--- config.mk ---
export PLATFORM = sky130hd
export DESIGN_NAME = char_sweep_sequencer
export DESIGN_NICKNAME = d
export VERILOG_FILES = /design/src/rtl/char_sweep_sequencer.sv
export SDC_FILE = /design/constraint.sdc
export NUM_CORES = 1
export LEC_CHECK = 0
export CORE_ASPECT_RATIO = 0.75
export CORE_MARGIN = 5
export CORE_UTILIZATION = 41
export DETAILED_ROUTE_END_ITERATION = 7
export GPL_TIMING_DRIVEN = 0
export PLACE_DENSITY_LB_ADDON = 0.08
export REMOVE_ABC_BUFFERS = 1
export SLEW_MARGIN = 10
export SYNTH_ARGS = -nofsm -noshare
export SYNTH_HDL_FRONTEND = slang
export SYNTH_SLANG_ARGS = --single-unit
--- constraint.sdc ---
create_clock -name clk -period 1.9 [get_ports clk]
set_clock_uncertainty 0.2 [all_clocks]
set_input_delay 0.38 -clock clk [delete_from_list [all_inputs] [get_ports clk]]
set_output_delay 0.38 -clock clk [all_outputs]
set_load 0.01 [all_outputs]
--- src/rtl/char_sweep_sequencer.sv ---
// char_sweep_sequencer
// Walks the characterization grid (slope outer, load capacitor inner). At each
// point it lets the breadboard settle, raises din, checks the inverted logic
// output, emits one measurement record over valid/ready, then releases din.
//
// Ports:
//   clk, rst          clock; asynchronous active-high reset
//   start             begin a sweep (honoured only when not busy)
//   slope_idx/capa_idx current grid point driven to the table decoders
//   din               logic input to the device under characterization
//   dout_sample       device logic output, synchronous to clk
//   meas_code         measured fall propagation time, valid while din=1
//   rec_*             measurement record, valid/ready handshake
//   busy/done/error   sweep status; done/error are levels held until next start
module char_sweep_sequencer #(
    parameter int unsigned NBSLOPES    = 7,
    parameter int unsigned NBCAPA      = 7,
    parameter int unsigned IDX_W       = 3,
    parameter int unsigned TICK_CYCLES = 10,
    parameter int unsigned MEAS_W      = 32
) (
    input  logic              clk,
    input  logic              rst,
    input  logic              start,
    output logic [IDX_W-1:0]  slope_idx,
    output logic [IDX_W-1:0]  capa_idx,
    output logic              din,
    input  logic              dout_sample,
    input  logic [MEAS_W-1:0] meas_code,
    output logic              rec_valid,
    input  logic              rec_ready,
    output logic [IDX_W-1:0]  rec_slope,
    output logic [IDX_W-1:0]  rec_capa,
    output logic              rec_row_first,
    output logic [MEAS_W-1:0] rec_meas,
    output logic              busy,
    output logic              done,
    output logic              error
);

    localparam int unsigned CNT_W = (TICK_CYCLES > 1) ? $clog2(TICK_CYCLES) : 1;
    localparam logic [CNT_W-1:0] TickLoad  = CNT_W'(TICK_CYCLES - 1);
    localparam logic [IDX_W-1:0] SlopeLast = IDX_W'(NBSLOPES - 1);
    localparam logic [IDX_W-1:0] CapaLast  = IDX_W'(NBCAPA - 1);

    localparam logic [3:0] StIdle     = 4'd0;
    localparam logic [3:0] StSetSlope = 4'd1;
    localparam logic [3:0] StSetCapa  = 4'd2;
    localparam logic [3:0] StArm      = 4'd3;
    localparam logic [3:0] StSettle   = 4'd4;
    localparam logic [3:0] StCheck    = 4'd5;
    localparam logic [3:0] StEmit     = 4'd6;
    localparam logic [3:0] StRelease  = 4'd7;
    localparam logic [3:0] StDone     = 4'd8;
    localparam logic [3:0] StErr      = 4'd9;

    logic [3:0]        state_q, state_d;
    logic [CNT_W-1:0]  cnt_q, cnt_d;
    logic [IDX_W-1:0]  slope_q, slope_d;
    logic [IDX_W-1:0]  capa_q, capa_d;
    logic              din_q, din_d;
    logic              rec_valid_q, rec_valid_d;
    logic [IDX_W-1:0]  rec_slope_q, rec_slope_d;
    logic [IDX_W-1:0]  rec_capa_q, rec_capa_d;
    logic              rec_row_first_q, rec_row_first_d;
    logic [MEAS_W-1:0] rec_meas_q, rec_meas_d;
    logic              busy_q, busy_d;
    logic              done_q, done_d;
    logic              error_q, error_d;
    logic              tick_end;

    assign tick_end = (cnt_q == '0);

    always_comb begin
        state_d         = state_q;
        cnt_d           = cnt_q;
        slope_d         = slope_q;
        capa_d          = capa_q;
        din_d           = din_q;
        rec_valid_d     = rec_valid_q;
        rec_slope_d     = rec_slope_q;
        rec_capa_d      = rec_capa_q;
        rec_row_first_d = rec_row_first_q;
        rec_meas_d      = rec_meas_q;
        busy_d          = busy_q;
        done_d          = done_q;
        error_d         = error_q;

        unique case (state_q)
            StIdle, StDone, StErr: begin
                if (start) begin
                    state_d = StSetSlope;
                    cnt_d   = TickLoad;
                    slope_d = '0;
                    capa_d  = '0;
                    done_d  = 1'b0;
                    error_d = 1'b0;
                    busy_d  = 1'b1;
                end
            end
            StSetSlope, StSetCapa, StArm, StSettle: begin
                if (!tick_end) begin
                    cnt_d = cnt_q - CNT_W'(1);
                end else begin
                    cnt_d = TickLoad;
                    unique case (state_q)
                        StSetSlope: state_d = StSetCapa;
                        StSetCapa:  state_d = StArm;
                        StArm: begin
                            state_d = StSettle;
                            din_d   = 1'b1;
                        end
                        default:    state_d = StCheck;
                    endcase
                end
            end
            StCheck: begin
                // A healthy inverting cell answers with the complement of din.
                if (dout_sample == !din_q) begin
                    state_d         = StEmit;
                    rec_valid_d     = 1'b1;
                    rec_slope_d     = slope_q;
                    rec_capa_d      = capa_q;
                    rec_row_first_d = (capa_q == '0);
                    rec_meas_d      = meas_code;
                end else begin
                    // Indices stay at the failing point for debug.
                    state_d = StErr;
                    din_d   = 1'b0;
                    busy_d  = 1'b0;
                    error_d = 1'b1;
                end
            end
            StEmit: begin
                if (rec_ready) begin
                    state_d     = StRelease;
                    rec_valid_d = 1'b0;
                    cnt_d       = TickLoad;
                end
            end
            StRelease: begin
                if (!tick_end) begin
                    cnt_d = cnt_q - CNT_W'(1);
                end else begin
                    din_d = 1'b0;
                    cnt_d = TickLoad;
                    if (capa_q < CapaLast) begin
                        capa_d  = capa_q + IDX_W'(1);
                        state_d = StSetCapa;
                    end else if (slope_q < SlopeLast) begin
                        slope_d = slope_q + IDX_W'(1);
                        capa_d  = '0;
                        state_d = StSetSlope;
                    end else begin
                        state_d = StDone;
                        busy_d  = 1'b0;
                        done_d  = 1'b1;
                    end
                end
            end
            default: state_d = StIdle;
        endcase
    end

    always_ff @(posedge clk or posedge rst) begin
        if (rst) begin
            state_q         <= StIdle;
            cnt_q           <= '0;
            slope_q         <= '0;
            capa_q          <= '0;
            din_q           <= 1'b0;
            rec_valid_q     <= 1'b0;
            rec_slope_q     <= '0;
            rec_capa_q      <= '0;
            rec_row_first_q <= 1'b0;
            rec_meas_q      <= '0;
            busy_q          <= 1'b0;
            done_q          <= 1'b0;
            error_q         <= 1'b0;
        end else begin
            state_q         <= state_d;
            cnt_q           <= cnt_d;
            slope_q         <= slope_d;
            capa_q          <= capa_d;
            din_q           <= din_d;
            rec_valid_q     <= rec_valid_d;
            rec_slope_q     <= rec_slope_d;
            rec_capa_q      <= rec_capa_d;
            rec_row_first_q <= rec_row_first_d;
            rec_meas_q      <= rec_meas_d;
            busy_q          <= busy_d;
            done_q          <= done_d;
            error_q         <= error_d;
        end
    end

    assign slope_idx     = slope_q;
    assign capa_idx      = capa_q;
    assign din           = din_q;
    assign rec_valid     = rec_valid_q;
    assign rec_slope     = rec_slope_q;
    assign rec_capa      = rec_capa_q;
    assign rec_row_first = rec_row_first_q;
    assign rec_meas      = rec_meas_q;
    assign busy          = busy_q;
    assign done          = done_q;
    assign error         = error_q;

endmodule

Run 1, clock wiring as the flow saved it:
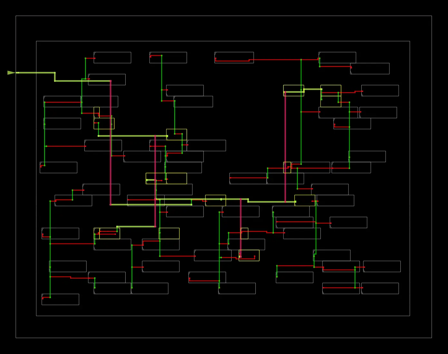
# clk buffers: 14
clk sink count: 58
P_clk: 1.03 mW
flip-flops: 58
clk ins delay skew pair: 0.33 ns

Run 1, zoomed window:
Window x 31 to 71, y 20 to 60 um. Cells in grey, sequential cells in the stronger grey; small squares are vias.
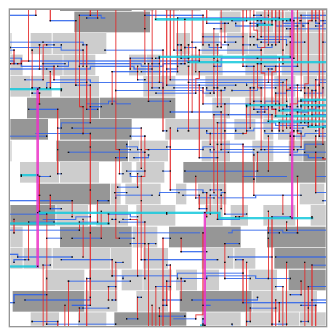
- red: metal 2
- magenta: metal 4
- cyan: metal 3
- blue: metal 1
- most frequent: dfrtp_1 (16), mux2_2 (9), buf_4 (9)
- cells with their middle in the window: 105
- netlist names of flops here include: rec_meas (8), rec_slope (3), slope_idx (3)
- sequential cells in the window: 18

==> results_slide.txt, run 1 <==
Run Summary

Layout
  – Area growth, synth to finish: 52.7%
  – Final nets: 371
  – Top cell category: registers
  – Final core occ: 64.5%
  – Most frequent logic cell in the layout: clkdlybuf4s50_1
  – Final instance area: 4060 sq um
  – Non-Clock Buffer Count: 116
  – Dominant logic cell types in the final layout: 81 x clkdlybuf4s50_1, 51 x dfrtp_1, 38 x mux2_2
  – Layout Cells excl Fill: 416
  – Multi-input comb cells: 133
  – Filler Cells Inserted: 526
  – Register area: 1460 sq um

Outcome
  – Status: completed

Logic synthesis
  – Ys flop type: dfrtp_1
  – Xor+xnor area frac: 0.659%
  – Adder share: 1.88%
  – Post-synth EDFFs: 0
  – Largest non-sequential cell family by area: multiplexers
  – Seq cells post-synth: 58
  – Post-synth mux share: 17.3%
  – Yosys simple share: 11.6%

Floorplanning
  – Core region area: 6290 sq um
  – Die area: 8200 sq um

Power and ir drop
  – Switch share: 32.5%
  – Comb group: 2.84 mW
  – P_sw: 1.94 mW
  – Overall Power: 5.97 mW
  – Largest power group: combinational cells

Global route
  – First-pass GRT wire length: 10100 um
  – Vias in the first global route: 2030

Place
  – Placed cell areas: 3570 sq um
  – Pre-CTS WS: -0.934 ns
  – GPL Wtd Cong: 0.838

Final timing
  – Final setup viols: 0
  – Hold_ws: 0.187 ns
  – Setup slack after layout: 0.0433 ns
  – Post-layout minimum cycle time: 1.86 ns
  – RSZ-0062 raised after global routing: true

Routing
  – Avg WL per Cell: 15.1 um
  – Routed via count: 2074
  – Drt pass-1 iters: 4

Clock tree
  – Clk pin slew, worst setup/hold paths: 0.07 ns
  – TritonCTS buffer count: 9

Min path
  – Worst hold path type: primary input to asynchronous set/reset pin
Run 1, clock distribution:
The bar under the picture is 20 um long.
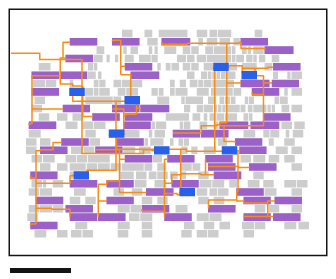
- purple: flip-flops (count 58)
- orange: clock wires (length 776 um)
- blue: clock drivers (count 9)
- routed clock nets: 10

==> run 1: worst max-delay path: stages, from the launching register on <==
cell	delay, ns
dfrtp_2	0.44
or2_4	0.27
o32a_4	0.40
nand2_2	0.10
mux2_2	0.33
==> run 1: state kept, by name (all words and copies together) (netlist names), 3 cells and up <==
| signal | count |
|---|---|
| rec_meas | 32 |
| slope_idx | 3 |
| cnt_q | 4 |
| rec_capa | 3 |
| state_q | 4 |
| capa_idx | 3 |
| rec_slope | 3 |
==> run 1: synthesized netlist by cell type (2+ instances only) <==
library cell   n
a31oi_1        3
o22ai_1        2
nand3b_1       2
a32oi_1        4
buf_4          3
a21o_1         2
nand2_1       17
mux2i_1        2
and2b_1        3
o21ai_0       14
nand2b_1       2
ha_1           4
a21oi_1        2
dfrtp_1       58
buf_6          5
nor3b_1        2
inv_1         12
nand4_1        2
nand3_1        5
and2_1         2
mux2_2        39
buf_2          3
nor2_1         4
nor3_1         2
==> run 1: worst paths after layout <==
check,endpoint,from,slack [ns]
max,state_q[3]$_DFFE_PP0P_,state_q[2]$_DFFE_PP0P_,0.04
min,rec_meas[19]$_DFFE_PP0P_,rst,0.19
max reg2reg,state_q[3]$_DFFE_PP0P_,state_q[2]$_DFFE_PP0P_,0.04
min reg2reg,rec_capa[1]$_DFFE_PP0P_,rec_capa[1]$_DFFE_PP0P_,0.28
max in group asynchronous,capa_idx[1]$_DFFE_PP0P_,rst,0.75
min in group clk,rec_capa[1]$_DFFE_PP0P_,rec_capa[1]$_DFFE_PP0P_,0.28
==> run 1: routing by layer <==
metal,track usage [%],vias to the layer above,wire [um]
li1,-,993,-
met1,20.8,988,2690
met2,24.1,83,2820
met3,6.99,10,663
met4,5.82,0,94
met5,0,-,0
## Run 2: what changed since run 1
--- a/config.mk
+++ b/config.mk
@@ -5,9 +5,10 @@
 export SDC_FILE = /design/constraint.sdc
 export NUM_CORES = 1
 export LEC_CHECK = 0
+export ABC_AREA = 1
 export CORE_ASPECT_RATIO = 0.75
 export CORE_MARGIN = 5
-export CORE_UTILIZATION = 41
+export CORE_UTILIZATION = 42
 export DETAILED_ROUTE_END_ITERATION = 7
 export GPL_TIMING_DRIVEN = 0
 export PLACE_DENSITY_LB_ADDON = 0.08
Run 2, met3 routing:
Cells faint in the background.
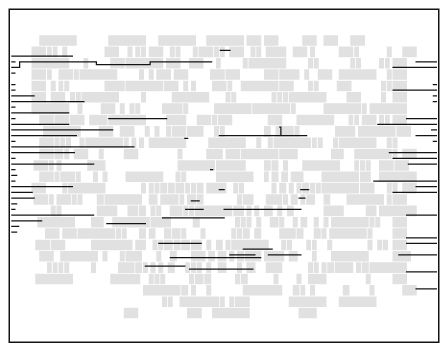
- share of all routed wire: 8.6%
- longest straight run: 29.2 um
- main direction: horizontal
- wire length on this layer: 608 um
- nets with wire on the layer: 66

==> run 2 against run 1 <==
  * Critical path depth down 3
  * Flip-flop count unchanged
  * Largest power group unchanged
  * Combinational power down 2%
  * Power down 1.6%
==> results_slide.txt, run 2 <==
Run Summary

Layout
  – ClkCell Share: 4.36%
  – Non-Clock Buffer Count: 91 (-22%)
  – Flip-flops: 58 (unchanged)
  – Top cell category: registers
  – Most frequent logic cell in the layout: nand2_1
  – Filler Cells Inserted: 571 (+8.6%)
  – Dominant logic cell types in the final layout: 161 x nand2_1, 79 x clkdlybuf4s50_1, 56 x dfrtp_1
  – Register area: 1450 sq um (-0.43%)
  – Comb gate area: 1170 sq um
  – # clk buffers: 12 (-2)
  – Inverters: 22
  – Max reg flops: 32 (unchanged)
  – Multi-input comb cells: 248 (+86%)
  – Area growth, synth to finish: 44.8%
  – Final nets: 471 (+27%)

Logic synthesis
  – Most frequent cells after synthesis: 161 x nand2_1, 58 x dfrtp_1, 20 x inv_1
  – Ys flop type: dfrtp_1
  – Synth Area per Inst: 8.05 sq um
  – Seq cells post-synth: 58 (unchanged)
  – Cell with the most instances after synthesis: nand2_1
  – Async SR Flop Fraction: 100%
  – Post-synth EDFFs: 0 (unchanged)

Final timing
  – Final hold vios: 0
  – Hold_ws: 0.268 ns (+0.0813 ns)
  – Worst slew margin: 51.3%
  – Setup slack after layout: 0.0637 ns (+0.0204 ns)
  – Post-layout minimum cycle time: 1.84 ns (-0.0204 ns)
  – Final setup viols: 0 (unchanged)
  – Final TNS setup: 0 ns
  – Fin. max-slew vios: 0
  – RSZ-0062 raised after global routing: false

Critical path
  – Reg-to-Reg Start: cnt_q[1]$_DFFE_PP0P_
  – RR Endpoint: done$_DFFE_PP0P_
  – CP Buf/Inv Count: 1 (+1)
  – Crit-path cells: clkdlybuf4s50_1
  – Critical path's top delay family: buffers and inverters
  – Crit Path Class: register to output pin
  – Slowest-stage cell, CP: clkdlybuf4s50_1
  – Critical Path RT: 1.32 ns
  – Max incr delay on CP: 0.56 ns (+0.12 ns)
  – Critical path arrival: 1.26 ns
  – R2R Setup Slk: 0.15 ns (+0.11 ns)

Routing
  – Avg WL per Cell: 13.8 um (-8.6%)
  – DR iter-0 viols: 102
  – Highest routed layer: met4
  – Routed via count: 2397 (+16%)
  – Metal2 WL: 3110 um (+10%)
  – Wire length on met1: 3310 um (+23%)
  – Met3 routed WL: 608 um (-8.3%)
  – Drt pass-1 iters: 4 (unchanged)

Power and ir drop
  – PD cells: 1510 nW/um^2
  – Overall Power: 5.88 mW (-1.6%)
  – P_sw: 2.34 mW (+21%)
  – Worst vdd ir: 0.693 mV
  – Switch share: 39.8% (+7.3 points)

Global route
  – GRT Total Usage: 18.1%
  – Vias in the first global route: 2326 (+15%)
  – First-pass GRT wire length: 11300 um (+12%)

Place
  – Pre-CTS WS: -0.664 ns (+0.271 ns)
  – IO Port Bufs: 86
  – GPL Wtd Cong: 0.892 (+6.5%)

Floorplanning
  – Die area: 8140 sq um (-0.80%)
  – Die Y: 79.4 um
  – Core region area: 6290 sq um (unchanged)
  – Width of the chip: 103 um
  – Fp_density: 42.9%

Min path
  – Hold_sp: rec_meas[21]$_DFFE_PP0P_
  – Hold Path Stages: 2
  – Worst hold path type: register to register
  – Worst hold endpoint: rec_meas[21]$_DFFE_PP0P_

Clock tree
  – Clk ins delay skew pair: 0.34 ns (about the same)
  – Clk sink count: 58 (unchanged)
  – Clk pin slew, worst setup/hold paths: 0.07 ns (about the same)
  – TritonCTS buffer count: 9 (unchanged)

Outcome
  – Status: completed
Run 2, zoomed window:
Window x 31 to 71, y 20 to 60 um. Cells in grey, sequential cells in the stronger grey; small squares are vias.
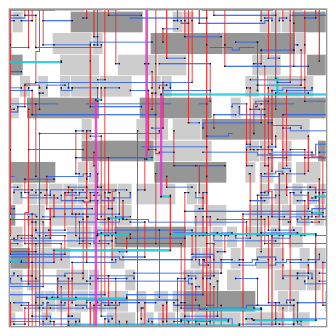
- blue: metal 1
- magenta: metal 4
- cyan: metal 3
- red: metal 2
- sequential cells in the window: 12
- most frequent: nand2_1 (44), nand3_1 (14), dfrtp_1 (12)
- cells with their middle in the window: 137
- netlist names of flops here include: rec_meas (4), cnt_q (3), slope_idx (2)

[run 2: power groups by stage]
stage | clock network [mW] | logic (mW) | registers (mW)
final | 1.02 | 2.79 | 2.07
after global routing | 1.11 | 3.12 | 2.15
after CTS | 1.05 | 2.78 | 2.07
after detailed placement | 0 | 2.69 | 2.07
after global placement | 0 | 2.66 | 2.05
after floorplan | 0 | 1.30 | 2.23
[run 2: per-layer routing]
metal  vias to the layer above  track usage, %
li1                       1227               -
met1                      1075            24.8
met2                        89            25.5
met3                         6            8.30
met4                         0            5.77
met5                         -               0
[run 2: kinds of logic after synthesis]
group,after synthesis,synth area share (%)
AND-OR/OR-AND,17,3.16
XOR/XNOR,3,0.975
adder cells (fa/ha/maj),4,1.86
buffers and inverters,31,5.06
flip-flops,58,53.8
AND/OR/NAND/NOR,222,35.1
[run 2: worst max path at each step]
stage	start	end	slack, ns	cells after the start
detailed placement	dout_sample	state_q[1]$_DFFE_PP0P_	-0.66	7
global placement	rst	rec_capa[1]$_DFFE_PP0P_	-1.30	2
finish	busy$_DFFE_PP0P_	busy	0.06	1
floorplan	rst	busy$_DFFE_PP0P_	-0.11	1
CTS	slope_idx[0]$_DFFE_PP0P_	slope_idx[0]	0.005	1
global route	rec_slope[1]$_DFFE_PP0P_	rec_slope[1]	0.008	1
[run 2: what timing repair did]
item | CTS | global route
resized | 7 | 10
setup buffers | 4 | 1
endpoints found under the setup margin | 48 | 32
pin swaps | 1 | 2
endpoints found under the hold margin | 0 | 0
gates cloned | 1 | 1
[run 2: through the flow]
step                      utilization, %  area [sq um]  cells
final                               62.1          3910    515
after global routing                62.1          3910    515
after CTS                           61.2          3850    513
after detailed placement            57.4          3610    493
after global placement              57.3          3600    493
after floorplan                        -          2640    326
## Run 3: what changed since run 2
--- a/config.mk
+++ b/config.mk
@@ -8,7 +8,7 @@
 export ABC_AREA = 1
 export CORE_ASPECT_RATIO = 0.75
 export CORE_MARGIN = 5
-export CORE_UTILIZATION = 42
+export CORE_UTILIZATION = 46
 export DETAILED_ROUTE_END_ITERATION = 7
 export GPL_TIMING_DRIVEN = 0
 export PLACE_DENSITY_LB_ADDON = 0.08
==> constraint.sdc (replaced) <==
create_clock -name clk -period 2 [get_ports clk]
set_clock_uncertainty 0.2 [all_clocks]
set_input_delay 0.4 -clock clk [delete_from_list [all_inputs] [get_ports clk]]
set_output_delay 0.4 -clock clk [all_outputs]
set_load 0.01 [all_outputs]
Run 3, clock wiring as the flow saved it:
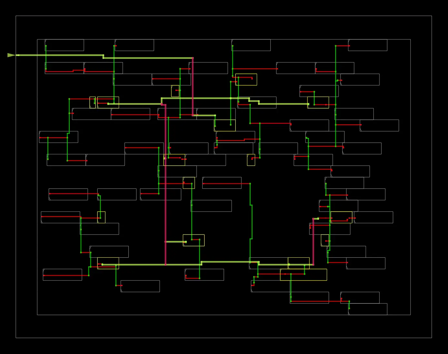
# clk buffers: 10
clk ins delay skew pair: 0.34 ns
TritonCTS buffer count: 9

==> run 3 against run 2 <==
  * Via count fell by 0.54%
  * First-iteration DRC count fell by 15%
  * Area after synthesis did not move
  * Routed wire length fell by 8.3%
  * Die area fell by 7.7%
  * Flip-flop count did not move
  * Register-to-register slack got worse by 0.03 ns
  * Worst setup slack got worse by 0.014 ns
  * Critical path depth rose by 6
  * Sequential power fell by 6%
==> results_slide.txt, run 3 <==
Run Summary

Outcome
  – Status: completed

Logic synthesis
  – Synth Area per Inst: 8.05 sq um (unchanged)
  – Seq cells post-synth: 58 (unchanged)
  – Most frequent cells after synthesis: 161 x nand2_1, 58 x dfrtp_1, 20 x inv_1
  – Number of cells in Yosys stat: 335
  – Largest non-sequential cell family by area: simple AND/OR/NAND/NOR gates
  – Ys flop type: dfrtp_1
  – Post-synth EDFFs: 0 (unchanged)
  – Yosys simple share: 35.1% (unchanged)
  – Post-synth mux share: 0% (unchanged)
  – Adder share: 1.86% (unchanged)
  – Area leader, netlist: dfrtp_1
  – Yosys cell types: 22
  – Async SR Flop Fraction: 100% (unchanged)
  – Number of synthesis warnings: 0
  – Cell with the most instances after synthesis: nand2_1
  – Synth Area in Compound Gates: 3.16% (unchanged)
  – Post-synth seq share: 53.8%
  – Max-area cell share: 53.8%
  – Xor+xnor area frac: 0.974% (unchanged)

Layout
  – Area growth, synth to finish: 42.6%
  – Most frequent logic cell in the layout: nand2_1
  – Dominant logic cell types in the final layout: 161 x nand2_1, 86 x clkdlybuf4s50_1, 54 x dfrtp_1
  – Final core occ: 66.7% (+4.6 points)
  – Final nets: 466 (-1.1%)
  – Share of post-route cells with drive strength above 1: 10.0%
  – Layout Cells excl Fill: 508 (-1.4%)
  – Max reg flops: 32 (unchanged)
  – Final instance area: 3850 sq um (-1.5%)
  – Antenna Cells: 0

Power and ir drop
  – Worst vdd ir: 0.868 mV (+25%)
  – PD cells: 1450 nW/um^2 (-3.8%)
  – LEAKAGE: 1.93 nW
  – Overall Power: 5.57 mW (-5.3%)

Routing
  – Avg WL per Cell: 12.8 um (-7.0%)
  – Final wirelength: 6500 um
  – DR iter-0 viols: 87 (-15%)
  – Routed via count: 2384 (-0.54%)
  – Drt pass-1 iters: 4 (unchanged)

Critical path
  – Crit Path Class: primary input to register
  – CP Launch Type: primary input
  – CP Launch Point: dout_sample
  – Reg-to-Reg Start: din$_DFFE_PP0P_
  – Critical path capture point type: register
  – Critical Path RT: 2.03 ns (+0.71 ns)
  – Critical path arrival: 1.98 ns (+0.72 ns)
  – Worst Path Max Fanout: 46

Global route
  – GRT Total Usage: 17.8% (-0.37 points)
  – Initial antenna violation count: 0
  – Largest net degree at the start of global routing: 47
  – First-pass GRT wire length: 10700 um (-5.5%)
  – GRT overflow: 0
  – Vias in the first global route: 2217 (-4.7%)

Clock tree
  – CTS tree: done
  – Clk sink count: 58 (unchanged)
  – Post-CTS setup buffer count: 0 (-4)
  – Clk pin slew, worst setup/hold paths: 0.07 ns (about the same)
  – Max clock buf depth: 2
  – Htree depth: 3
  – CTS root buf: clkbuf_8
  – Number of gates resized after cts: 5 (-2)

Min path
  – Worst hold path type: primary input to asynchronous set/reset pin

Final timing
  – Max Freq: 513 MHz
  – Fin. max-slew vios: 0 (unchanged)
  – Post-layout minimum cycle time: 1.95 ns
  – Hold_ws: 0.206 ns (-0.0617 ns)
  – Final hold vios: 0 (unchanged)
  – Worst slew margin: 66.1% (+15 points)
  – Post-layout period usage: 97.5%
  – Setup slack after layout: 0.0495 ns (-0.0142 ns)
  – Final setup viols: 0 (unchanged)
  – Final TNS setup: 0 ns (unchanged)

Place
  – Cells after DPL: 491 (-0.41%)
  – GPL Wtd Cong: 0.842 (-5.6%)
  – HPWL Detailed: 4540 um
  – IO Port Bufs: 86 (unchanged)
  – Placed cell areas: 3620 sq um (+0.38%)
  – Pre-CTS WS: -0.577 ns (+0.0867 ns)

Floorplanning
  – Width of the chip: 98.4 um (-4.0%)
  – Die area: 7510 sq um (-7.7%)
  – Ports: 87
  – Core region area: 5770 sq um (-8.3%)
  – Die Y: 76.3 um (-3.9%)
  – Fp_density: 46.8% (+3.9 points)

Flow run
  – Max cap viols: 0
Run 3, zoomed window:
Window x 29 to 69, y 18 to 58 um. Cells in grey, sequential cells in the stronger grey; small squares are vias.
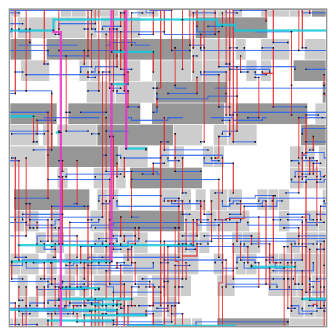
- red: metal 2
- cyan: metal 3
- blue: metal 1
- magenta: metal 4
- sequential cells in the window: 13
- cells with their middle in the window: 135
- most frequent: nand2_1 (43), clkdlybuf4s50_1 (14), nor2_1 (12)
- netlist names of flops here include: rec_meas (7), state_q (3)

-- run 3: kinds of logic (layout without fill, tap and decap cells) --
group	Yosys count	count (layout)
compound gates	17	17
xor+xnor	3	3
buf+inv	31	125
simple gates	222	223
fa+ha+maj	4	4
flops	58	58
-- run 3: area by class of cell --
| class | instances | area, sq um |
|---|---|---|
| clock buffers | 10 | 128 |
| clock inverters | 6 | 57.6 |
| fillers | 481 | 1920 |
| inverters | 22 | 82.6 |
| multi-input cells | 247 | 1140 |
| flip-flops and latches | 58 | 1460 |
| well taps | 78 | 97.6 |
| repair buffers | 87 | 881 |
-- run 3: worst paths after layout --
path | end | slack, ns | cells past startpoint
max in group asynchronous | capa_idx[2]$_DFFE_PP0P_ | 0.81 | 3
max | state_q[1]$_DFFE_PP0P_ | 0.05 | 7
min reg2reg | error$_DFFE_PP0P_ | 0.27 | 2
min | rec_meas[19]$_DFFE_PP0P_ | 0.21 | 2
max reg2reg | state_q[1]$_DFFE_PP0P_ | 0.12 | 6
min in group clk | error$_DFFE_PP0P_ | 0.27 | 2
-- run 3: worst max-delay path: stages --
cell and delay [ns]:
clkdlybuf4s50_1 0.45, xnor2_2 0.36, inv_1 0.19, nand2_8 0.27, nand3_1 0.14, nand3_1 0.09, nand2_1 0.05
-- run 3: report_power, final --
part / switching (mW) / internal [mW]
clock: 0.460 / 0.566
combinational: 1.39 / 1.20
sequential: 0.310 / 1.64
-- run 3: layer usage --
metal  vias to the layer above  GRT usage [%]  wire length, um  share of wire, %
met5                         -              0                0                 0
met2                        82           26.8             2900                45
met1                      1069           22.5             2830                44
li1                       1221              -                -                 -
met3                        12           9.33              658                10
met4                         0           4.50              114               1.8
No activity file was given, so power comes from the tool's default toggle rates.
